==> run_1/final_congestion.png <==
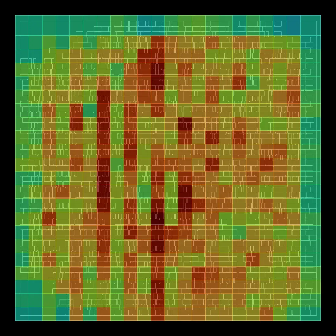
==> run_1/met2.png <==
Cells faint in the background.
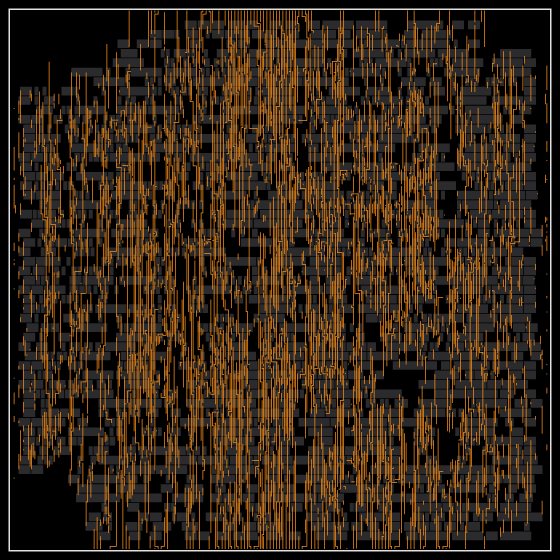
==> run_1/met1.png <==
The bar under the picture is 50 um long. Supply wires on this layer in grey.
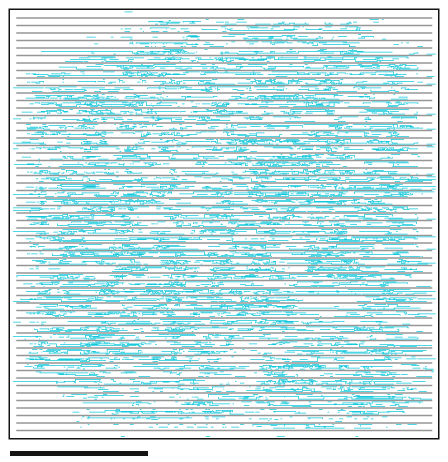
`src/rtl/mem_ctrl_pkg.sv`:
```
// Shared definitions for mem_ctrl: FSM states, port owners, funct3 width codes
// and the width-to-byte-count helper.
package mem_ctrl_pkg;

  typedef enum logic [1:0] {ST_IDLE, ST_WR, ST_RD, ST_DONE} state_t;
  typedef enum logic [1:0] {OWN_NONE, OWN_IF, OWN_MR, OWN_MW} owner_t;

  localparam logic [2:0] F3_B  = 3'b000;
  localparam logic [2:0] F3_H  = 3'b001;
  localparam logic [2:0] F3_W  = 3'b010;
  localparam logic [2:0] F3_BU = 3'b100;
  localparam logic [2:0] F3_HU = 3'b101;

  // Code 11 has no RISC-V meaning here and is served as a full word.
  function automatic logic [2:0] byte_count(input logic [2:0] width);
    case (width[1:0])
      2'b00:   return 3'd1;
      2'b01:   return 3'd2;
      default: return 3'd4;
    endcase
  endfunction

endpackage

```
`src/rtl/mem_rd_asm.sv`:
```
// Read assembler: collects byte beats into little-endian lanes and presents the
// sign/zero-extended word, including the byte arriving in the current cycle.
module mem_rd_asm
  import mem_ctrl_pkg::*;
(
  input  logic        clk,
  input  logic        rst,
  input  logic        en,
  input  logic        clear,
  input  logic        capture,
  input  logic [1:0]  lane,
  input  logic [2:0]  width,
  input  logic [7:0]  din,
  output logic [31:0] result
);

  logic [31:0] lanes_q;
  logic [31:0] merged;

  // NOTE: clocked state uses non-blocking assignments so every register samples pre-edge values.
  always_ff @(posedge clk or negedge rst) begin
    if (!rst) begin
      lanes_q <= '0;
    end else if (en) begin
      if (clear) lanes_q <= '0;
      else if (capture) lanes_q[{lane, 3'b000} +: 8] <= din;
    end
  end

  // NOTE: every combinational output gets a default first, so no path can infer a latch.
  always_comb begin
    merged = lanes_q;
    if (capture) merged[{lane, 3'b000} +: 8] = din;
    case (width)
      F3_B:    result = {{24{merged[7]}}, merged[7:0]};
      F3_H:    result = {{16{merged[15]}}, merged[15:0]};
      F3_BU:   result = {24'h000000, merged[7:0]};
      F3_HU:   result = {16'h0000, merged[15:0]};
      default: result = merged;
    endcase
  end

endmodule

```
`src/rtl/mem_ctrl.sv`:
```
// Byte-wide RAM controller arbitrating IF fetches and MA loads/stores.
// Optional branch-flush abort of IF reads: define MEM_CTRL_IF_ABORT_EN.
module mem_ctrl
  import mem_ctrl_pkg::*;
#(
  parameter int ADDR_WIDTH = 32,
  parameter int RD_LATENCY = 1
) (
  input  logic                  clk,
  input  logic                  rst,
  input  logic                  rdy,
  input  logic                  if_re,
  input  logic [ADDR_WIDTH-1:0] if_raddr,
  output logic [31:0]           if_rdata,
  output logic                  if_rbusy,
  input  logic                  ma_re,
  input  logic [ADDR_WIDTH-1:0] ma_raddr,
  input  logic [2:0]            ma_rwidth,
  output logic [31:0]           ma_rdata,
  output logic                  ma_rbusy,
  input  logic                  ma_we,
  input  logic [ADDR_WIDTH-1:0] ma_waddr,
  input  logic [2:0]            ma_wwidth,
  input  logic [31:0]           ma_wdata,
  output logic                  ma_wbusy,
  output logic [ADDR_WIDTH-1:0] mem_a,
  output logic [7:0]            mem_dout,
  input  logic [7:0]            mem_din,
  output logic                  mem_wr
);

  localparam logic [2:0] LAT = 3'(RD_LATENCY);

  state_t state, state_d;
  owner_t owner, owner_d;

  logic [ADDR_WIDTH-1:0] addr_q;
  logic [2:0]  width_q, n_q, cnt, cnt_inc;
  logic [31:0] wdata_q, rd_result;
  logic        grant_mw, grant_mr, grant_if;
  logic        last_wr, last_rd, capture, abort;
  logic [1:0]  lane;

  // In RD, cycle cnt issues beat cnt and captures beat cnt-LAT.
  always_comb begin
    grant_mw = (state == ST_IDLE) && ma_we;
    grant_mr = (state == ST_IDLE) && !ma_we && ma_re;
    grant_if = (state == ST_IDLE) && !ma_we && !ma_re && if_re;
    cnt_inc  = cnt + 3'd1;
    last_wr  = (cnt_inc == n_q);
    last_rd  = (state == ST_RD) && (cnt == n_q + LAT - 3'd1);
    capture  = (state == ST_RD) && (cnt >= LAT);
    lane     = 2'(cnt - LAT);
`ifdef MEM_CTRL_IF_ABORT_EN
    abort    = (state == ST_RD) && (owner == OWN_IF) && !if_re;
`else
    abort    = 1'b0;
`endif
  end

  always_comb begin
    state_d = state;
    owner_d = owner;
    case (state)
      ST_IDLE: begin
        if (grant_mw) begin
          state_d = ST_WR;
          owner_d = OWN_MW;
        end else if (grant_mr) begin
          state_d = ST_RD;
          owner_d = OWN_MR;
        end else if (grant_if) begin
          state_d = ST_RD;
          owner_d = OWN_IF;
        end
      end
      ST_WR: if (last_wr) state_d = ST_DONE;
      ST_RD: begin
        if (abort) state_d = ST_IDLE;
        else if (last_rd) state_d = ST_DONE;
      end
      default: state_d = ST_IDLE;
    endcase
  end

  always_ff @(posedge clk or negedge rst) begin
    if (!rst) begin
      state <= ST_IDLE;
      owner <= OWN_NONE;
    end else if (rdy) begin
      state <= state_d;
      owner <= owner_d;
    end
  end

  // Bus registers are loaded at grant so beat 0 appears in the first WR/RD cycle.
  always_ff @(posedge clk or negedge rst) begin
    if (!rst) begin
      addr_q   <= '0;
      width_q  <= '0;
      n_q      <= '0;
      wdata_q  <= '0;
      cnt      <= '0;
      mem_a    <= '0;
      mem_dout <= '0;
      if_rdata <= '0;
      ma_rdata <= '0;
    end else if (rdy) begin
      case (state)
        ST_IDLE: begin
          cnt <= '0;
          if (grant_mw) begin
            addr_q   <= ma_waddr;
            width_q  <= ma_wwidth;
            n_q      <= byte_count(ma_wwidth);
            wdata_q  <= ma_wdata;
            mem_a    <= ma_waddr;
            mem_dout <= ma_wdata[7:0];
          end else if (grant_mr) begin
            addr_q  <= ma_raddr;
            width_q <= ma_rwidth;
            n_q     <= byte_count(ma_rwidth);
            mem_a   <= ma_raddr;
          end else if (grant_if) begin
            addr_q  <= if_raddr;
            width_q <= F3_W;
            n_q     <= byte_count(F3_W);
            mem_a   <= if_raddr;
          end
        end
        ST_WR: begin
          if (!last_wr) begin
            cnt      <= cnt_inc;
            mem_a    <= addr_q + ADDR_WIDTH'(cnt_inc);
            mem_dout <= wdata_q[{cnt_inc[1:0], 3'b000} +: 8];
          end
        end
        ST_RD: begin
          if (!abort) begin
            if (cnt_inc < n_q) mem_a <= addr_q + ADDR_WIDTH'(cnt_inc);
            if (last_rd) begin
              if (owner == OWN_MR) ma_rdata <= rd_result;
              else if_rdata <= rd_result;
            end else begin
              cnt <= cnt_inc;
            end
          end
        end
        default: ;
      endcase
    end
  end

  mem_rd_asm u_rd_asm (
    .clk    (clk),
    .rst    (rst),
    .en     (rdy),
    .clear  (state == ST_IDLE),
    .capture(capture && !abort),
    .lane   (lane),
    .width  (width_q),
    .din    (mem_din),
    .result (rd_result)
  );

  assign mem_wr   = (state == ST_WR) && rdy;
  assign if_rbusy = if_re && !((state == ST_DONE) && (owner == OWN_IF));
  assign ma_rbusy = ma_re && !((state == ST_DONE) && (owner == OWN_MR));
  assign ma_wbusy = ma_we && !((state == ST_DONE) && (owner == OWN_MW));

endmodule
```
`config.mk`:
```
export PLATFORM = sky130hd
export DESIGN_NAME = mem_ctrl
export DESIGN_NICKNAME = d
export VERILOG_FILES = /design/src/rtl/mem_ctrl_pkg.sv /design/src/rtl/mem_rd_asm.sv /design/src/rtl/mem_ctrl.sv
export SDC_FILE = /design/constraint.sdc
export NUM_CORES = 1
export LEC_CHECK = 0
export ABC_AREA = 1
export CAP_MARGIN = 20
export CORE_MARGIN = 2
export CORE_UTILIZATION = 52
export CTS_CLUSTER_DIAMETER = 60
export DETAILED_ROUTE_END_ITERATION = 16
export PLACE_DENSITY_LB_ADDON = 0.25
export RECOVER_POWER = 25
export REMOVE_ABC_BUFFERS = 1
export SKIP_CTS_REPAIR_TIMING = 1
export SYNTH_ARGS = -nofsm -noshare
export SYNTH_HDL_FRONTEND = slang
export SYNTH_SLANG_ARGS = --single-unit
export TNS_END_PERCENT = 100
```
`constraint.sdc`:
```
create_clock -name clk -period 3.6 [get_ports clk]
set_input_delay 0.72 -clock clk [delete_from_list [all_inputs] [get_ports clk]]
set_output_delay 0.72 -clock clk [all_outputs]
set_load 0.005 [all_outputs]
```
==> results.cfg, run 1 <==
; physical design summary
[outcome]
status = finished with violations
violations = capacitance limit, slew limit

[synthesis]
mux_area_frac = 0.0218
synth_area_sq_um = 11900
yosysTopAreaCellShare = 0.448
synth_adder_area_share = 0.0164
synth-seq-area-share = 0.448
synth_cells = 1633
postSynthAreaPerCell_sq_um = 7.28
ys_area_sq_um = 11900
common_cells = 721 x nand2_1, 213 x dfrtp_1, 143 x inv_1
ys_async_sr_fraction = 1.00
yosys_cells = 1633
xor_area_frac = 0.00368
edf_count = 0
synth.logic.top_family = simple AND/OR/NAND/NOR gates
area_leaders = dfrtp_1 45%, nand2_1 23%, nand3_1 5.9%

[place]
dpl.hpwl_um = 23500
gp_congestion = 0.976

[final_layout]
n_all_inverters = 153
largest_class = logic gates
n_fill_cell = 1933
num-clock-buffers = 35
diodes = 0
fin_nets = 2019
area_share_clock_buf_inv = 0.0471
finalInstanceArea_sq_um = 15300
final_layout_top_logic_cell = nand2_1
n_all_buffers = 272
comb_area_sq_um = 5640
seq_cells = 213
seq_area_frac = 0.348
drive_gt1_frac = 0.0566
comb_share = 0.368
signal_buffer_area_fraction = 0.176
lay_top_cells = 720 x nand2_1, 254 x clkdlybuf4s50_1, 213 x dfrtp_1, 143 x inv_1, 139 x nand3_1

[timing]
grt_setup_unrepaired = no
slew_viol_final = 98
fin_crit_sh = 0.859
fin_setup_tns_ps = 0
max_freq_ghz = 0.323
max_slew_margin = -0.661

[worst_setup_path]
critical-path-max-stage-delay_ps = 560
critical-path-top-delay-family = simple AND/OR/NAND/NOR gates
cp_slowest_cell = dfrtp_1
cp-end-kind = register
path_max_fanout = 9
worstPathRequired_ps = 4000
crit_top_cell = nand2_1
worstPathCellList = inv_1, ha_1, inv_1, fa_1, inv_1, nand2_1, nand2_1, nand2_1, nor2_1, nand2_1, nand2_1, nand3_1, nand2_1, nand2_1
path_buffers = 3
cp.arrival_ps = 3490

[grt]
antenna_found_initial = 0
grt_pass1_vias = 11100
gr-total-overflow = 0
grt_pass1_wl_um = 54400

[power_and_ir_drop]
combPwrFrac = 0.452
ir_drop_mv = 0.446
leakage_nw = 7.81
cellPowerDensity_nw_per_um2 = 722
swShare = 0.410
power_frac_seq = 0.344

[clocking]
numCtsBuffers = 23
clockBufferDepth = 3
cts_tree = built
clock_sinks = 213
cts_htree_levels = 1
worstSkewPairLatency_ps = 500

[detailed_routing]
vias_per_cell = 5.24
firstDrtPassIters = 5
drtAntennaViolNets = 0
drc = 0
drt_iter0_markers = 669

[floorplan]
num_io_pins = 256
core_area_sq_um = 22600
n_tap_cell = 285
initCoreUtil = 0.527
die_width_um = 155

[flow_run]
maxCapViolations = 1
warnings = 31
About final_congestion.png:
GR Util met2: 0.487
met1 GRT Util: 0.356
Tot GR Track Use: 0.277
drt wl/cell: 15.4 um
grt peak-use layer: met2

About met2.png:
The wires run mostly vertical. The layer holds 50% of the routed length. The layer carries 16,500 um of wire.
drt total wl: 33,300 um
routed vias: 11,300

About met1.png:
The layer carries 14,000 um of wire. The layer holds 42% of the routed length.

-- run 1: kinds of logic after synthesis --
| kind of cell | after synthesis |
|---|---|
| buf+inv | 227 |
| xor+xnor | 5 |
| fa+ha+maj | 15 |
| simple gates | 998 |
| flops | 213 |
| compound gates | 152 |
| mux | 23 |
-- run 1: stage by stage --
step	hold WS, ps	power [mW]	setup slack, ps	cells
after CTS	332	11.1	518	2157
final	477	11.1	507	2157
after detailed placement	466	8.83	556	2116
after floorplan	424	6.70	327	1559
after global routing	499	11.9	193	2157
after global placement	461	8.69	682	2116
-- run 1: path summary, 6_finish.rpt --
check	slack (ps)	from	endpoint	cells after the start
worst max-delay path	510	cnt[0]$_DFFE_PN0P_	mem_a[30]$_DFFE_PN0P_	14
worst min-delay path	480	if_rdata[13]$_DFFE_PN0P_	if_rdata[13]$_DFFE_PN0P_	2
worst max register to register	510	cnt[0]$_DFFE_PN0P_	mem_a[30]$_DFFE_PN0P_	14
worst min register to register	480	if_rdata[13]$_DFFE_PN0P_	if_rdata[13]$_DFFE_PN0P_	2
max in group asynchronous	1150	rst	if_rdata[24]$_DFFE_PN0P_	1
min in group asynchronous	940	rst	wdata_q[21]$_DFFE_PN0P_	1
-- run 1: routing by layer --
metal | up-vias | global-route usage | wire, um
li1 | 5624 | - | -
met1 | 5252 | 0.356 | 14000
met2 | 360 | 0.487 | 16500
met3 | 71 | 0.0331 | 1710
met4 | 0 | 0.0913 | 997
met5 | - | 0 | 0
-- run 1: power groups by stage --
stage               sequential (mW)  combinational, mW  clock, mW
finish                         3.80               5.01       2.25
global route                   3.91               5.64       2.40
CTS                            3.79               5.05       2.30
detailed placement             3.81               5.02          0
global placement               3.80               4.89          0
floorplan                      3.70               3.01          0
==> run_1/met4.png <==
Supply wires on this layer in grey.
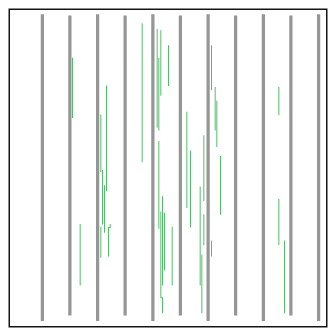

==> run 1 -> run 2 <==
Settings changed: CORE_UTILIZATION 52 to 47.
Clock period 3.6 ns to 2.7 ns, I/O delays scaled along.
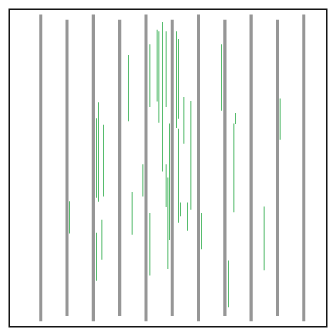
(run_2/met4.png)
Supply wires on this layer in grey.
The wires run mostly vertical. The layer holds 3.2% of the routed length. The layer carries 1,070 um of wire.
drt total wl: 33,900 um
routed vias: 11,400

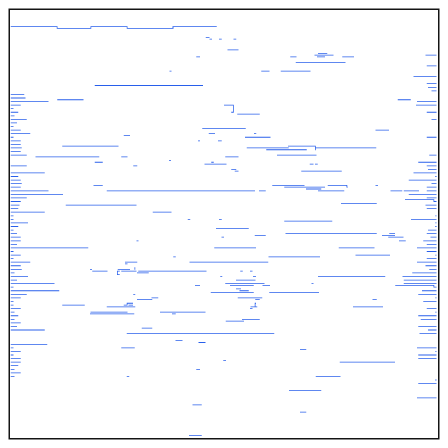
(run_2/met3.png)
The layer carries 1,840 um of wire. The longest straight run is 56.1 um. The layer holds 5.4% of the routed length. 223 nets have wire on it. The wires run mostly horizontal.
GR Util met3: 0.0343

==> results.cfg, run 2 <==
; physical design summary
[clocking]
cts_htree_levels = 1
path_clk_slew_ps = 60
numCtsBuffers = 24
clock_sinks = 213
clockBufferDepth = 3
root_buffer = clkbuf_16
cts_tree = built
worstSkewPairLatency_ps = 520

[place]
placed_cell_area_sq_um = 14800
pre_cts_slack_ps = 113
io_buffer_count = 255
dpl.hpwl_um = 24000
place_inst = 2172
gp_congestion = 0.924

[power_and_ir_drop]
power.internal_mw = 9.03
p_comb_mw = 6.92
total_power_mw = 15.2
clk-power_mw = 3.27
power.switching_mw = 6.21
p_clk_frac = 0.215
swShare = 0.408
power_frac_seq = 0.331
combPwrFrac = 0.454
seq_cell_power_mw = 5.05
power_leader = combinational cells
cellPowerDensity_nw_per_um2 = 973
leakage_nw = 7.93
ir_drop_mv = 0.734

[synthesis]
synth-simple-area-share = 0.352
ys_ff = 213
area_leaders = dfrtp_1 45%, nand2_1 23%, nand3_1 5.9%
synth.most_common_cell = nand2_1
synth_cells = 1633
yosys_cells = 1633
edf_count = 0
synth_area_sq_um = 11900
xor_area_frac = 0.00368
postSynthAreaPerCell_sq_um = 7.28
yosysTopAreaCellShare = 0.448
synth.logic.top_family = simple AND/OR/NAND/NOR gates
yosys_warnings = 0
ys_area_sq_um = 11900
ys_sh_aoi = 0.0794
common_cells = 721 x nand2_1, 213 x dfrtp_1, 143 x inv_1
synth_adder_area_share = 0.0164
ys_async_sr_fraction = 1.00
mux_area_frac = 0.0218
synth-seq-area-share = 0.448
yosysTopAreaCell = dfrtp_1

[grt]
track_usage = 0.259
grt_pass1_vias = 11300
grt_pass1_wl_um = 56000
grt_max_degree = 63
gr-total-overflow = 0
antenna_found_initial = 0

[floorplan]
core_area_sq_um = 25000
initCoreUtil = 0.475
dieArea_sq_um = 26600
num_io_pins = 256
die_width_um = 163
die_h_um = 163

[worst_setup_path]
cp.arrival_ps = 1980
worstPathRequired_ps = 2160
critPathKind = register to output pin
r2r_end = mem_a[31]$_DFFE_PN0P_
r2r_setup_slack_ps = 190
reg2reg_from = cnt[0]$_DFFE_PN0P_
cp-end-kind = output pin
startpoint_type = register
path_max_fanout = 3
worst-r2r-cell-count = 13

[timing]
slew_viol_final = 60
max_freq_ghz = 0.397
hold_viol = 0
holdWs_ps = 449
grt_setup_unrepaired = no
timing.final.ws_setup_ps = 180
fin_crit_sh = 0.933
max_slew_margin = -0.113
setup_viol = 0
fin_setup_tns_ps = 0

[min_path]
min_path_type = input port to async pin

[detailed_routing]
drt_iter0_markers = 774
firstDrtPassIters = 5
vias_per_cell = 5.14
drtAntennaViolNets = 0
drc = 0
post_drt_wl_per_cell_um = 15.3

[final_layout]
diodes = 0
syn_to_final_growth_pct = 31.7
finalInstanceArea_sq_um = 15700
fin_cells = 2216
fin_nets = 2031
lay_top_cells = 720 x nand2_1, 254 x clkdlybuf4s50_1, 212 x dfrtp_1, 142 x inv_1, 139 x nand3_1
n_fill_cell = 2248
drive_gt1_frac = 0.0684
utilization = 0.625
final_layout_top_logic_cell = nand2_1

[flow_run]
warnings = 31
maxCapViolations = 1

[outcome]
violations = capacitance limit, slew limit
status = finished with violations
==> run 2: cell types whose count changed in the layout (fill, tap and decap cells not counted), moves of 2 or more <==
cell	change
nor2_1	-3
clkbuf_1	-3
clkbuf_16	+2
clkinvlp_4	+2
buf_12	+7
clkbuf_8	-2
buf_4	+4
nor2_4	+2
==> run 2: cell type report <==
type | instances | area, sq um | share of cell area
Clock buffer | 32 | 702 | 0.0448
Clock inverter | 12 | 97.6 | 0.00623
Inverter | 153 | 574 | 0.0367
Multi-Input combinational cell | 1193 | 5670 | 0.362
Sequential cell | 213 | 5330 | 0.341
Tap cell | 330 | 413 | 0.0264
Timing Repair Buffer | 283 | 2870 | 0.183
==> run 2: worst max-delay path by stage <==
stage                         start                      end  slack, ps  cells after the start
3_5_place_dp     cnt[1]$_DFFE_PN0P_    mem_a[22]$_DFFE_PN0P_        110                     14
2_1_floorplan  state[0]$_DFFE_PN0P_  wdata_q[12]$_DFFE_PN0P_       -550                      6
6_report       owner[1]$_DFFE_PN0P_                 ma_rbusy        180                      6
4_1_cts        state[0]$_DFFE_PN0P_                 ma_rbusy         90                      5
5_1_grt          cnt[0]$_DFFE_PN0P_    mem_a[29]$_DFFE_PN0P_          9                     13
3_3_place_gp     cnt[1]$_DFFE_PN0P_    mem_a[22]$_DFFE_PN0P_        210                     14
==> run 2: worst max-delay path, stage by stage (launching register included) <==
cell and delay (ps):
dfrtp_1 340, inv_1 60, nor2_1 200, inv_1 120, o21ai_0 220, inv_1 70, clkdlybuf4s50_1 450
==> run 2: metal layers <==
metal | share of wire | GRT usage | up-vias
met5 | 0 | 0 | -
met4 | 0.032 | 0.0881 | 0
met3 | 0.054 | 0.0343 | 71
met2 | 0.48 | 0.448 | 366
met1 | 0.43 | 0.336 | 5302
li1 | - | - | 5653
==> run_2/met2.png <==
Cells faint in the background.
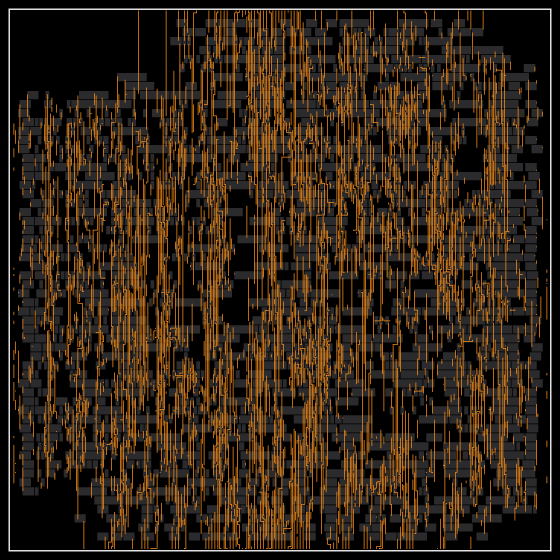

==> run 2 -> run 3 <==
Settings changed: CORE_UTILIZATION 47 to 50.
Clock period 2.7 ns to 2.65 ns, I/O delays scaled along.
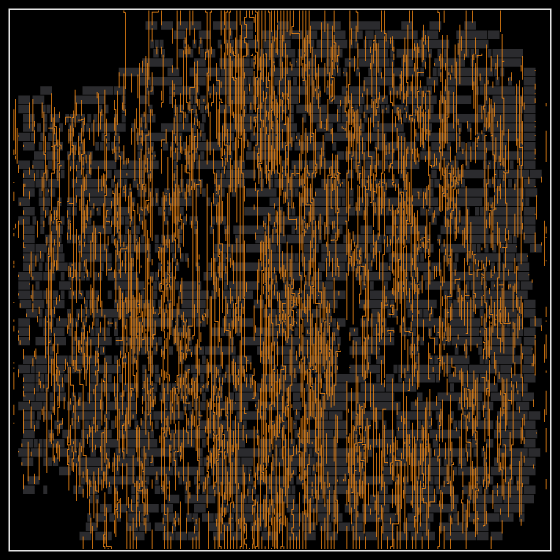
(run_3/met2.png)
Cells faint in the background.
The wires run mostly vertical. The layer holds 50% of the routed length.

==> results.cfg, run 3 <==
; physical design summary
[timing]
grt_setup_unrepaired = yes
hold_viol = 0
max_freq_ghz = 0.397
slew_viol_final = 70
max_slew_margin = -0.237
timing.final.ws_setup_ps = 130
setup_viol = 0
worst_pin_slew_ps = 1860
fin_crit_sh = 0.951
holdWs_ps = 476

[worst_setup_path]
cp_slowest_cell = clkdlybuf4s50_1
cp.depth = 5
cp-end-kind = output pin
critical-path-top-delay-family = buffers and inverters
path_buffers = 3
worstPathCellList = ha_1, inv_2, o31ai_2, inv_1, clkdlybuf4s50_1
path_max_fanout = 6
worstPathRequired_ps = 2120
startpoint_type = register

[grt]
grt_pass1_wl_um = 55600
antenna_found_initial = 1
gr-total-overflow = 0
grt_pass1_vias = 11400
grt_max_degree = 71

[detailed_routing]
drtAntennaViolNets = 0
vias_per_cell = 5.18
drt_wl_total_um = 34000
firstDrtPassIters = 5
vias = 11500
drt_iter0_markers = 652

[floorplan]
initCoreUtil = 0.508
dieArea_sq_um = 25000
num_io_pins = 256
core_area_sq_um = 23400
die_h_um = 158
die_width_um = 158

[synthesis]
edf_count = 0
synth.logic.top_family = simple AND/OR/NAND/NOR gates
synth-seq-area-share = 0.448
synth_adder_area_share = 0.0164
area_leaders = dfrtp_1 45%, nand2_1 23%, nand3_1 5.9%
yosys_warnings = 0
synth_cells = 1633
postSynthAreaPerCell_sq_um = 7.28
ys_ff = 213
yosys_cells = 1633
ys_sh_aoi = 0.0794
common_cells = 721 x nand2_1, 213 x dfrtp_1, 143 x inv_1
synth_area_sq_um = 11900
yosysTopAreaCellShare = 0.448
synth-simple-area-share = 0.352
mux_area_frac = 0.0218
yosysTopAreaCell = dfrtp_1

[final_layout]
finalInstanceArea_sq_um = 15800
drive_gt1_frac = 0.0747
fin_nets = 2046
utilization = 0.674
lay_top_cells = 720 x nand2_1, 254 x clkdlybuf4s50_1, 213 x dfrtp_1, 141 x inv_1, 139 x nand3_1
syn_to_final_growth_pct = 32.6
diodes = 0

[outcome]
violations = capacitance limit, slew limit
status = finished with violations

[clocking]
cts_tree = built
numCtsBuffers = 24
path_clk_slew_ps = 60
root_buffer = clkbuf_16
clockBufferDepth = 3
clock_sinks = 213
worstSkewPairLatency_ps = 520

[place]
pre_cts_slack_ps = -38.4
dpl.hpwl_um = 24300
gp_congestion = 0.945
placed_cell_area_sq_um = 14900

[min_path]
hold-path-cell-count = 2
min_path_type = register to register

[power_and_ir_drop]
leakage_nw = 7.99
cellPowerDensity_nw_per_um2 = 1000
total_power_mw = 15.8

[flow_run]
maxCapViolations = 1
warnings = 32
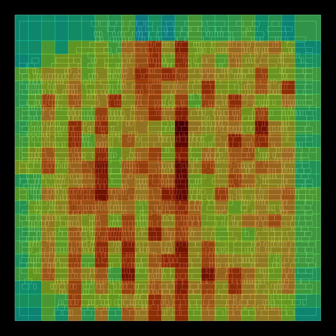
(run_3/final_congestion.png)
Tot GR Track Use: 0.275
met1 GRT Util: 0.350

-- run 3: cell counts after synthesis --
No cell type changed its count.
-- run 3: layer usage --
| metal | GRT usage | up-vias | share of wire |
|---|---|---|---|
| met2 | 0.486 | 373 | 0.50 |
| met4 | 0.0897 | 0 | 0.024 |
| li1 | - | 5698 | - |
| met3 | 0.0345 | 67 | 0.055 |
| met1 | 0.350 | 5358 | 0.42 |
| met5 | 0 | - | 0 |
-- run 3: path summary, 6_finish.rpt --
| check | from | slack (ps) | end |
|---|---|---|---|
| setup / recovery | state[1]$_DFFE_PN0P_ | 130 | ma_wbusy |
| setup reg to reg | cnt[0]$_DFFE_PN0P_ | 150 | mem_a[24]$_DFFE_PN0P_ |
| hold / removal | ma_rdata[26]$_DFFE_PN0P_ | 480 | ma_rdata[26]$_DFFE_PN0P_ |
| min in group asynchronous | rst | 510 | wdata_q[21]$_DFFE_PN0P_ |
| hold reg to reg | ma_rdata[26]$_DFFE_PN0P_ | 480 | ma_rdata[26]$_DFFE_PN0P_ |
| max in group asynchronous | rst | 710 | width_q[0]$_DFFE_PN0P_ |
-- run 3: cell type report --
cell class,instances,area (sq um)
fill,2060,7640
multi-input combinational,1193,5670
sequential,213,5330
timing repair buffer,298,2950
clock buffer,33,696
inverter,153,574
tap,319,399
clock inverter,11,146
-- run 3: power by group --
group          internal (mW)  total [mW]  leakage (nW)  switching, mW
Sequential              4.34        5.17          2.77          0.828
Clock                   2.13        3.51         0.397           1.38
Combinational           2.96        7.16          4.82           4.19
-- run 3: kinds of logic (layout without fill, tap and decap cells) --
kind of cell | count (synthesis) | in the layout
compound gates | 152 | 152
xor+xnor | 5 | 5
fa+ha+maj | 15 | 15
buf+inv | 227 | 495
flops | 213 | 213
mux | 23 | 23
simple gates | 998 | 998
Power figures rest on the tool's default switching activity, not on a simulated workload.
